File: src/rtl/clock_pkg.sv
// Shared definitions for the digital clock alarm path.
// Holds the alarm controller state encoding, the packed time width and the
// digit flicker mask constants used by the display override.
package clock_pkg;

  localparam int TIME_W  = 21;
  localparam int FLICK_W = 6;

  localparam logic [FLICK_W-1:0] FLICK_ALL = 6'b111111;

  typedef enum logic [1:0] {
    ST_IDLE   = 2'd0,
    ST_RING   = 2'd1,
    ST_SNOOZE = 2'd2
  } state_t;

endpackage

File: src/rtl/tick_prescaler.sv
// Modulo-DIV cycle counter producing a one-cycle tick pulse.
// Ports:
//   clk      system clock
//   reset    asynchronous, active-high; clears the count
//   restart  synchronous restart: count returns to 0 on the next edge
//   tick     high for the single cycle in which the count equals DIV-1
module tick_prescaler #(
  parameter int DIV = 2
) (
  input  logic clk,
  input  logic reset,
  input  logic restart,
  output logic tick
);

  localparam int CW = (DIV > 1) ? $clog2(DIV) : 1;
  localparam logic [CW-1:0] LAST = CW'(DIV - 1);

  logic [CW-1:0] count;

  // Wrap at DIV-1; a restart takes precedence over the wrap so the next
  // full period always starts from zero.
  always_ff @(posedge clk or posedge reset) begin
    if (reset) begin
      count <= '0;
    end else if (restart || count == LAST) begin
      count <= '0;
    end else begin
      count <= count + 1'b1;
    end
  end

  assign tick = (count == LAST);

endmodule

File: src/rtl/alarm_ring_controller.sv
// Alarm event sequencer and button arbiter for the digital clock.
// Detects the rising edge of the alarm time match, rings the buzzer with a
// beep pattern and flickers all digits, and runs ring/snooze timing. While
// ringing it captures all buttons; otherwise it forwards them to the modes.
// Ports:
//   clk, reset              2 MHz clock, asynchronous active-high reset
//   real_time, alarm_time   packed current time and alarm time
//   alarm_en                alarm armed
//   set_active              a mode is in its setting state (blocks trigger)
//   btn_*                   single-cycle synchronized button pulses
//   fwd_*                   forwarded button pulses, one cycle later
//   ring                    buzzer drive
//   flick_mask              digit flicker override
//   snooze_cnt              snoozes taken in the current alarm event
//   state                   IDLE=0, RING=1, SNOOZE=2
module alarm_ring_controller
  import clock_pkg::*;
#(
  parameter int TICK_DIV   = 2000000,
  parameter int RING_SEC   = 60,
  parameter int SNOOZE_SEC = 300,
  parameter int MAX_SNOOZE = 3,
  parameter int BEEP_DIV   = 250000
) (
  input  logic               clk,
  input  logic               reset,
  input  logic [TIME_W-1:0]  real_time,
  input  logic [TIME_W-1:0]  alarm_time,
  input  logic               alarm_en,
  input  logic               set_active,
  input  logic               btn_mode,
  input  logic               btn_set,
  input  logic               btn_op1,
  input  logic               btn_op2,
  input  logic               btn_free,
  output logic               fwd_mode,
  output logic               fwd_set,
  output logic               fwd_op1,
  output logic               fwd_op2,
  output logic               fwd_free,
  output logic               ring,
  output logic [FLICK_W-1:0] flick_mask,
  output logic [1:0]         snooze_cnt,
  output logic [1:0]         state
);

  localparam int SEC_MAX = (RING_SEC > SNOOZE_SEC) ? RING_SEC : SNOOZE_SEC;
  localparam int SEC_W   = $clog2(SEC_MAX + 1);

  localparam logic [SEC_W-1:0] SEC_TOP      = SEC_W'(SEC_MAX);
  localparam logic [SEC_W-1:0] RING_LAST    = SEC_W'(RING_SEC - 1);
  localparam logic [SEC_W-1:0] SNOOZE_LAST  = SEC_W'(SNOOZE_SEC - 1);
  localparam logic [1:0]       SNOOZE_LIMIT = 2'(MAX_SNOOZE);

  state_t           state_q, state_n;
  logic [SEC_W-1:0] sec_q, sec_n, sec_sat;
  logic [1:0]       snz_q, snz_n;
  logic             phase_q, phase_n;
  logic             beep_restart;
  logic             match_d;
  logic             match;
  logic             trig;
  logic             tick;
  logic             beep_tick;

  // One-second timebase; free-running so the alarm never disturbs it.
  tick_prescaler #(.DIV(TICK_DIV)) u_sec_tick (
    .clk     (clk),
    .reset   (reset),
    .restart (1'b0),
    .tick    (tick)
  );

  // Beep half-period timer, restarted whenever RING is entered so every ring
  // burst starts with a full "on" half-period.
  tick_prescaler #(.DIV(BEEP_DIV)) u_beep_tick (
    .clk     (clk),
    .reset   (reset),
    .restart (beep_restart),
    .tick    (beep_tick)
  );

  assign match   = (real_time == alarm_time);
  assign trig    = match & ~match_d & alarm_en & ~set_active;
  assign sec_sat = (sec_q == SEC_TOP) ? sec_q : sec_q + 1'b1;

  // Next-state logic. Exits from RING are prioritised: disarm, dismiss,
  // snooze button, then timeout, so a button always beats a coincident tick.
  // Both snooze paths share the MAX_SNOOZE check and end the event at the cap.
  always_comb begin
    state_n      = state_q;
    sec_n        = sec_q;
    snz_n        = snz_q;
    phase_n      = phase_q;
    beep_restart = 1'b0;
    case (state_q)
      ST_IDLE: begin
        if (trig) begin
          state_n      = ST_RING;
          sec_n        = '0;
          snz_n        = '0;
          phase_n      = 1'b1;
          beep_restart = 1'b1;
        end
      end
      ST_RING: begin
        if (tick) sec_n = sec_sat;
        if (beep_tick) phase_n = ~phase_q;
        if (!alarm_en || btn_set) begin
          state_n = ST_IDLE;
          snz_n   = '0;
        end else if (btn_op1 || (tick && sec_q == RING_LAST)) begin
          if (snz_q < SNOOZE_LIMIT) begin
            state_n = ST_SNOOZE;
            snz_n   = snz_q + 2'd1;
            sec_n   = '0;
          end else begin
            state_n = ST_IDLE;
            snz_n   = '0;
          end
        end
      end
      ST_SNOOZE: begin
        if (tick) sec_n = sec_sat;
        if (!alarm_en || btn_set) begin
          state_n = ST_IDLE;
          snz_n   = '0;
        end else if (tick && sec_q == SNOOZE_LAST) begin
          state_n      = ST_RING;
          sec_n        = '0;
          phase_n      = 1'b1;
          beep_restart = 1'b1;
        end
      end
      default: begin
        state_n = ST_IDLE;
        snz_n   = '0;
      end
    endcase
  end

  // FSM and timing registers.
  always_ff @(posedge clk or posedge reset) begin
    if (reset) begin
      state_q <= ST_IDLE;
      sec_q   <= '0;
      snz_q   <= '0;
      phase_q <= 1'b0;
      match_d <= 1'b0;
    end else begin
      state_q <= state_n;
      sec_q   <= sec_n;
      snz_q   <= snz_n;
      phase_q <= phase_n;
      match_d <= match;
    end
  end

  // Registered outputs follow the pre-update state, so the buzzer and flicker
  // trail the state by one cycle and a button that ends RING is never
  // forwarded to the modes.
  always_ff @(posedge clk or posedge reset) begin
    if (reset) begin
      ring       <= 1'b0;
      flick_mask <= '0;
      fwd_mode   <= 1'b0;
      fwd_set    <= 1'b0;
      fwd_op1    <= 1'b0;
      fwd_op2    <= 1'b0;
      fwd_free   <= 1'b0;
    end else begin
      ring       <= (state_q == ST_RING) & phase_q;
      flick_mask <= (state_q == ST_RING) ? FLICK_ALL : '0;
      fwd_mode   <= btn_mode & (state_q != ST_RING);
      fwd_set    <= btn_set  & (state_q != ST_RING);
      fwd_op1    <= btn_op1  & (state_q != ST_RING);
      fwd_op2    <= btn_op2  & (state_q != ST_RING);
      fwd_free   <= btn_free & (state_q != ST_RING);
    end
  end

  assign snooze_cnt = snz_q;
  assign state      = state_q;

endmodule
File: config.mk
export PLATFORM = sky130hd
export DESIGN_NAME = alarm_ring_controller
export DESIGN_NICKNAME = d
export VERILOG_FILES = /design/src/rtl/clock_pkg.sv /design/src/rtl/tick_prescaler.sv /design/src/rtl/alarm_ring_controller.sv
export SDC_FILE = /design/constraint.sdc
export NUM_CORES = 1
export LEC_CHECK = 0
export ABC_AREA = 1
export CAP_MARGIN = 20
export CORE_MARGIN = 2
export CORE_UTILIZATION = 38
export CTS_CLUSTER_SIZE = 8
export DETAILED_ROUTE_END_ITERATION = 10
export GPL_TIMING_DRIVEN = 0
export PLACE_DENSITY = 0.66
export SLEW_MARGIN = 30
export SYNTH_ARGS = -nofsm -noshare
export SYNTH_HDL_FRONTEND = slang
export SYNTH_HIERARCHICAL = 1
export SYNTH_SLANG_ARGS = --single-unit
File: constraint.sdc
create_clock -name clk -period 5.1 [get_ports clk]
set_clock_uncertainty 0.15 [all_clocks]
set_input_delay 0.765 -clock clk [delete_from_list [all_inputs] [get_ports clk]]
set_output_delay 0.765 -clock clk [all_outputs]
set_load 0.01 [all_outputs]
registers.png
Scale bar: 20 µm. Other sequential cells in the stronger gray, the rest of the logic in the fainter gray.
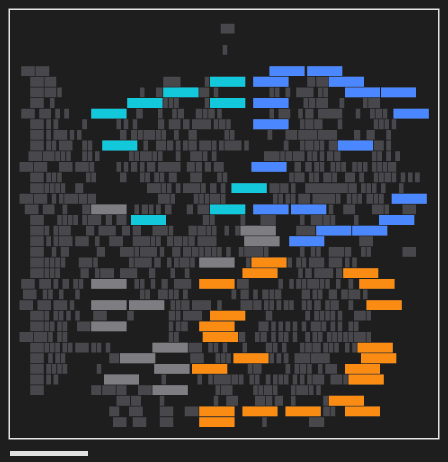
- u_beep_tick/count: blue (placed flops 18)
- sec_q: cyan (placed flops 9; where north)
- u_sec_tick/count: orange (placed flops 21)
- not colored: 13

final_congestion.png
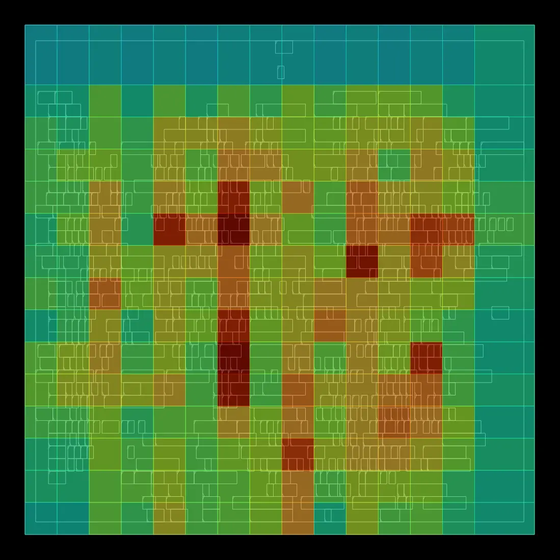
GR met2 Demand/Resource: 0.2804
Util after Layout: 0.4870
Tot GR Track Use: 0.1658
met1 Usage GRT: 0.2008
met3 usage: 0.04979

==> run summary <==
fresh numbers from the pnr run: adder-cell area share of the yosys netlist=0.02960, share of power burned in registers=0.378, setup ws final=2642 ps, grt peak-use layer=met2, syn avg cell area=6.861 µm², Routed Antenna Nets=0, status=finished clean, Final nets=756, Unique cell types=35, Hold Crit Depth=2, flop and latch count out of synthesis=61, Cell Area, Synth=4227 µm², Port-buffer cells=66, initial drt markers=119, unrepaired setup endpoints after global routing=false, Top logic family=simple AND/OR/NAND/NOR gates, Layout area overhead=24.90%, critical path's top delay family=simple AND/OR/NAND/NOR gates, pwr dens=278.2 nW/µm², Int Pwr=0.0009840 W, Die Size=11980 µm², Final clock-cell share=0.03958, Final period util=0.4820, Clock Power Share=0.304, post-placement cell area=5070 µm², combinational share of cell area=0.4323, Insertion Delay late pin=350 ps, final hold vios=0, RePlAce Congestion=0.8857, max-slew violation count=0, non-filler cells, final=840, nonclk inv count=88, bufs w/o clock=78, Clock Sinks=61, setup TNS=0 ps, metal2 WL=4.318 mm, max layer used=met4, Top Ports=67
gate_families.png
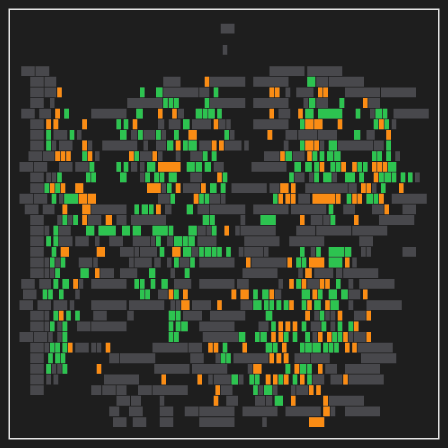
- NAND gates: green (cells 239; most used nand2_1)
- NOR gates: orange (cells 148; most used nor2_1)

metal_stack.png
Scale bar: 20 µm. Two of the layers only.
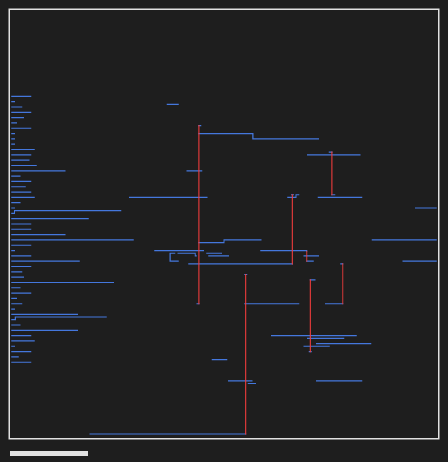
- met4: red (wire length 146 µm)
- met3: blue (wire length 687 µm)

No activity file was given, so power comes from the tool's default toggle rates.
